## src/rtl/mmu_sequencer.sv

```systemverilog
// Host-side sequencer for the 2x2 systolic MMU feeder: gathers eight operand bytes
// (four weights, then four inputs), then steps the feeder through one compute pass.
// Optional build macro: MMU_SEQ_WEIGHT_REUSE_EN (adds reuse_weights, 4-byte loads).
module mmu_sequencer #(
    parameter int unsigned DATA_W     = 8,
    parameter int unsigned LAST_CYCLE = 5
) (
    input  logic              clk,
    input  logic              rst_n,
    // Handshake: a byte is accepted on every rising edge where host_load=1 and
    // load_ready=1 (abort=0); host_load while load_ready=0 discards the byte and sets overrun.
    input  logic [DATA_W-1:0] host_data,
    input  logic              host_load,
    input  logic              abort,
`ifdef MMU_SEQ_WEIGHT_REUSE_EN
    input  logic              reuse_weights,
`endif
    output logic [DATA_W-1:0] weight0,
    output logic [DATA_W-1:0] weight1,
    output logic [DATA_W-1:0] weight2,
    output logic [DATA_W-1:0] weight3,
    output logic [DATA_W-1:0] input0,
    output logic [DATA_W-1:0] input1,
    output logic [DATA_W-1:0] input2,
    output logic [DATA_W-1:0] input3,
    output logic              mmu_en,
    output logic [2:0]        mmu_cycle,
    output logic              load_ready,
    output logic              busy,
    output logic              overrun,
    output logic [7:0]        pass_count
);

    localparam logic [2:0] LAST_C = 3'(LAST_CYCLE);

    typedef enum logic {
        ST_LOAD = 1'b0,
        ST_RUN  = 1'b1
    } state_e;

    state_e            state_q, state_d;
    logic [2:0]        load_cnt_q, load_cnt_d;
    logic [DATA_W-1:0] opnd_q [8];
    logic [DATA_W-1:0] opnd_d [8];
    logic              mmu_en_q, mmu_en_d;
    logic [2:0]        mmu_cycle_q, mmu_cycle_d;
    logic              overrun_q, overrun_d;
    logic [7:0]        pass_count_q, pass_count_d;
    logic [2:0]        slot;

    always_ff @(posedge clk or negedge rst_n) begin
        if (!rst_n) begin
            state_q      <= ST_LOAD;
            load_cnt_q   <= 3'd0;
            mmu_en_q     <= 1'b0;
            mmu_cycle_q  <= 3'd0;
            overrun_q    <= 1'b0;
            pass_count_q <= 8'd0;
            for (int i = 0; i < 8; i++) begin
                opnd_q[i] <= '0;
            end
        end else begin
            state_q      <= state_d;
            load_cnt_q   <= load_cnt_d;
            mmu_en_q     <= mmu_en_d;
            mmu_cycle_q  <= mmu_cycle_d;
            overrun_q    <= overrun_d;
            pass_count_q <= pass_count_d;
            for (int i = 0; i < 8; i++) begin
                opnd_q[i] <= opnd_d[i];
            end
        end
    end

    always_comb begin
        state_d      = state_q;
        load_cnt_d   = load_cnt_q;
        opnd_d       = opnd_q;
        mmu_en_d     = mmu_en_q;
        mmu_cycle_d  = mmu_cycle_q;
        pass_count_d = pass_count_q;
        overrun_d    = overrun_q | (host_load && (state_q == ST_RUN));
        slot         = load_cnt_q;

        if (abort) begin
            state_d     = ST_LOAD;
            load_cnt_d  = 3'd0;
            mmu_en_d    = 1'b0;
            mmu_cycle_d = 3'd0;
        end else if (state_q == ST_LOAD) begin
            if (host_load) begin
`ifdef MMU_SEQ_WEIGHT_REUSE_EN
                // Reusing weights: first byte goes straight to input0, weights stay.
                if ((load_cnt_q == 3'd0) && reuse_weights) begin
                    slot = 3'd4;
                end
`endif
                opnd_d[slot] = host_data;
                if (slot == 3'd7) begin
                    state_d     = ST_RUN;
                    load_cnt_d  = 3'd0;
                    mmu_en_d    = 1'b1;
                    mmu_cycle_d = 3'd0;
                end else begin
                    load_cnt_d = slot + 3'd1;
                end
            end
        end else begin
            if (mmu_cycle_q == LAST_C) begin
                state_d      = ST_LOAD;
                mmu_en_d     = 1'b0;
                mmu_cycle_d  = 3'd0;
                pass_count_d = pass_count_q + 8'd1;
            end else begin
                mmu_cycle_d = mmu_cycle_q + 3'd1;
            end
        end
    end

    assign weight0    = opnd_q[0];
    assign weight1    = opnd_q[1];
    assign weight2    = opnd_q[2];
    assign weight3    = opnd_q[3];
    assign input0     = opnd_q[4];
    assign input1     = opnd_q[5];
    assign input2     = opnd_q[6];
    assign input3     = opnd_q[7];
    assign mmu_en     = mmu_en_q;
    assign mmu_cycle  = mmu_cycle_q;
    assign load_ready = (state_q == ST_LOAD);
    assign busy       = (state_q == ST_RUN);
    assign overrun    = overrun_q;
    assign pass_count = pass_count_q;

endmodule

```

## config.mk

```make
export PLATFORM = sky130hd
export DESIGN_NAME = mmu_sequencer
export DESIGN_NICKNAME = d
export VERILOG_FILES = /design/src/rtl/mmu_sequencer.sv
export SDC_FILE = /design/constraint.sdc
export NUM_CORES = 1
export LEC_CHECK = 0
export CAP_MARGIN = 10
export CORE_MARGIN = 2
export CORE_UTILIZATION = 47
export CTS_CLUSTER_SIZE = 16
export DETAILED_ROUTE_END_ITERATION = 7
export PLACE_DENSITY_LB_ADDON = 0.08
export SKIP_LAST_GASP = 1
export SYNTH_ARGS = -nofsm -noshare
export SYNTH_HDL_FRONTEND = slang
export SYNTH_SLANG_ARGS = --single-unit
```

## constraint.sdc

```tcl
create_clock -name clk -period 2.2 [get_ports clk]
set_input_delay 0.55 -clock clk [delete_from_list [all_inputs] [get_ports clk]]
set_output_delay 0.55 -clock clk [all_outputs]
set_load 0.005 [all_outputs]
```

Floorplan with the power grid:
Pins as bars on the die edge. Tap cells in grey.
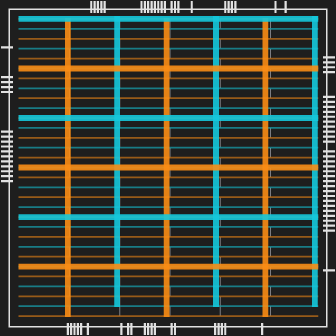
Cyan stands for VDD. Orange stands for VSS.
91 signal pins sit on the boundary. 31 met1 rails follow the rows. 6 straps on met5. The core has 30 rows.

Placement by cell class:
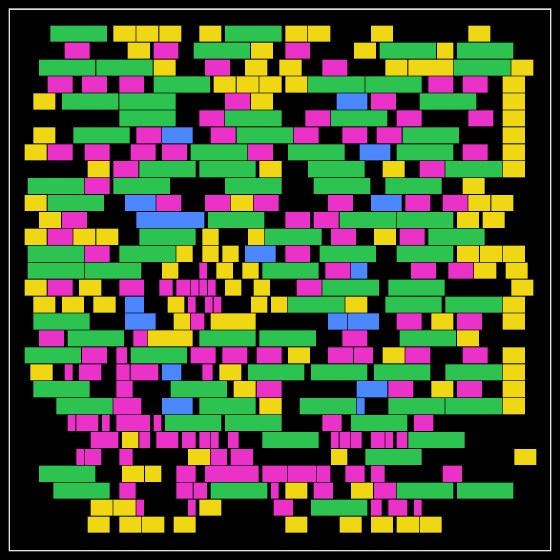
Magenta stands for remaining logic cells, cells 129. Green stands for registers, cells 81. Blue stands for clock drivers and dummy loads, cells 16. Yellow stands for remaining buffers and delay cells, cells 110.

Clock distribution:
Bar = 20 um.
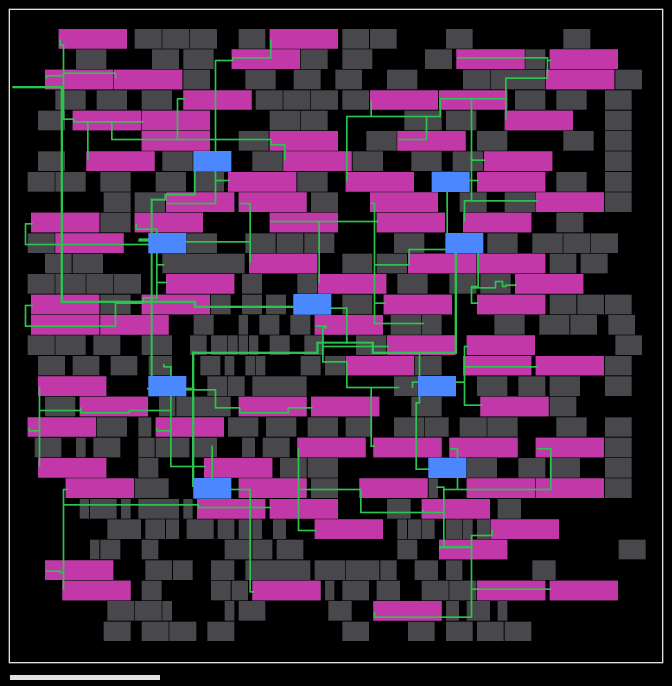
Magenta stands for flip-flops, count 81. Blue stands for clock-net drivers, count 9. Green stands for clock wires, length 913 um.
Position of the flops: spread over the die.

==> impl_metrics.ini <==
; synthesis and place-and-route metrics
[power]
internal_power_w = 0.002669
power.switching_w = 0.0008245
swShare_pct = 23.60
seq_power_share_pct = 50.1

[timing]
finalCritPeriodShare_pct = 95.60
worst_slew_pin_slew_ns = 0.4747
fmax_mhz = 475.5
setup_viol = 0
finalHoldViolCount = 0

[global_route]
grt_max_degree = 47
gr-total-overflow = 0
antenna_found_initial = 0
grt_util_all_layers_pct = 19.93
grt_pass1_wl_um = 11320

[final_layout]
lay_top_count = clkdlybuf4s50_1
syn2layout_area_growth_pct = 42.54
fillCellCount = 510

[floorplanning]
chip_area_um2 = 7531
pin_count = 91
dieHeight_um = 86.78

[outcome]
status = complete, no violations

[yosys]
synth_seq_share_pct = 62.94
ys.flops = 81
synth_warnings = 0
postSynthCellCount = 214

[critical_path]
start_kind = flip-flop
cpMaxStageDelayCell = dfrtp_1
reg2reg_to = input2[3]
cp.depth = 1
critPathLaunch = busy
path_delay_family = flip-flops
worstPathRequired_ns = 1.65
regToRegSetupSlack_ns = 0.46
path_cells = clkdlybuf4s50_1
crit_end = busy

[clocking]
clkTransAtPathRegs_ns = 0.08
cts_tree = yes
postCtsHoldBufs = 0

[routing]
avgRoutedWirePerCell_um = 16.66
dr.first_iter.drc_count = 67

[placement]
dp_hpwl_um = 5006

[worst_hold_path]
min_path_type = primary input to asynchronous set/reset pin

[run]
warnings = 26
## flip-flops by register name (all words and copies together), names as in the netlist
signal,flops
overrun,1
input2,8
input1,8
mmu_en,1
busy,1
weight1,8
weight2,8
pass_count,8
input3,8
load_cnt_q,3
mmu_cycle,3
weight0,8
weight3,8
input0,8
## kinds of logic (layout without fill, tap and decap cells)
family,after synthesis,after routing,synth area share [%]
flops,81,81,62.94
xor+xnor,7,7,1.904
compound gates,7,7,1.282
simple gates,42,42,8.158
mux,68,68,23.66
buf+inv,6,128,0.8936
fa+ha+maj,3,3,1.166
## synth_stat cells
cell / instances / share of area (%)
and4b_1: 1 / 0.31
or4b_1: 1 / 0.31
a22oi_1: 1 / 0.23
nand4b_4: 1 / 0.74
nand2_1: 9 / 1.0
ha_1: 3 / 1.2
nand4_1: 1 / 0.19
a21o_1: 1 / 0.23
and4bb_1: 1 / 0.39
nand4b_1: 1 / 0.27
mux2_2: 65 / 23
a31oi_1: 1 / 0.19
nor2b_1: 4 / 0.78
nand3b_1: 2 / 0.47
nor3b_1: 1 / 0.23
a21oi_1: 3 / 0.47
nand2b_1: 2 / 0.39
nor2_1: 8 / 0.93
mux2i_1: 3 / 0.93
dfrtp_1: 81 / 63
nand3_1: 2 / 0.31
nor4b_2: 1 / 0.47
xnor2_1: 4 / 1.1
buf_2: 2 / 0.31
xor2_1: 3 / 0.82
o21ai_0: 1 / 0.16
nor3_1: 3 / 0.47
clkbuf_1: 1 / 0.12
and3b_1: 1 / 0.27
inv_1: 2 / 0.23
and3_1: 3 / 0.58
buf_4: 1 / 0.23
## layout make-up
cell class	instances	area [um^2]	share of cell area (%)
well taps	80	100.1	2.180
multi-input cells	127	1165	25.37
flip-flops and latches	81	2027	44.15
inverters	2	7.507	0.1635
clock inverters	5	63.81	1.390
clock buffers	11	141.4	3.080
repair buffers	110	1086	23.66
## how the worst min path moves through the flow
stage | end | slack (ns) | cells after the start
after floorplan | busy | 0.25 | 0
after global placement | overrun | 0.45 | 1
after detailed placement | overrun | 0.46 | 1
after CTS | input0[5] | 0.16 | 1
after global routing | weight1[0] | 0.18 | 1
final | input0[5] | 0.16 | 1
## per-layer routing
| layer | GRT usage [%] | up-vias |
|---|---|---|
| met5 | 0 | - |
| met4 | 7.955 | 0 |
| met3 | 4.000 | 10 |
| met2 | 28.66 | 59 |
| met1 | 29.75 | 1089 |
| li1 | - | 1012 |
## stage by stage
step | setup slack (ns) | total power, W | instances | area [um^2] | setup TNS, ns
2_1_floorplan | 0.5031 | 0.001962 | 214 | 3221 | 0
3_3_place_gp | 0.006088 | 0.002417 | 400 | 4385 | 0
3_5_place_dp | -0.04631 | 0.002430 | 400 | 4385 | -0.2459
4_1_cts | 0.08845 | 0.003531 | 416 | 4591 | 0
5_1_grt | 0.001852 | 0.003670 | 416 | 4591 | 0
6_report | 0.09678 | 0.003494 | 416 | 4591 | 0
## power groups by stage
stage | sequential [W] | combinational (W) | clock (W)
after floorplan | 0.00179 | 0.000175 | 0
after global placement | 0.00178 | 0.000639 | 0
after detailed placement | 0.00178 | 0.000649 | 0
after CTS | 0.00175 | 0.000652 | 0.00113
after global routing | 0.00177 | 0.000692 | 0.00121
final | 0.00175 | 0.000641 | 0.00110
Power is estimated from default activity; no workload was simulated.
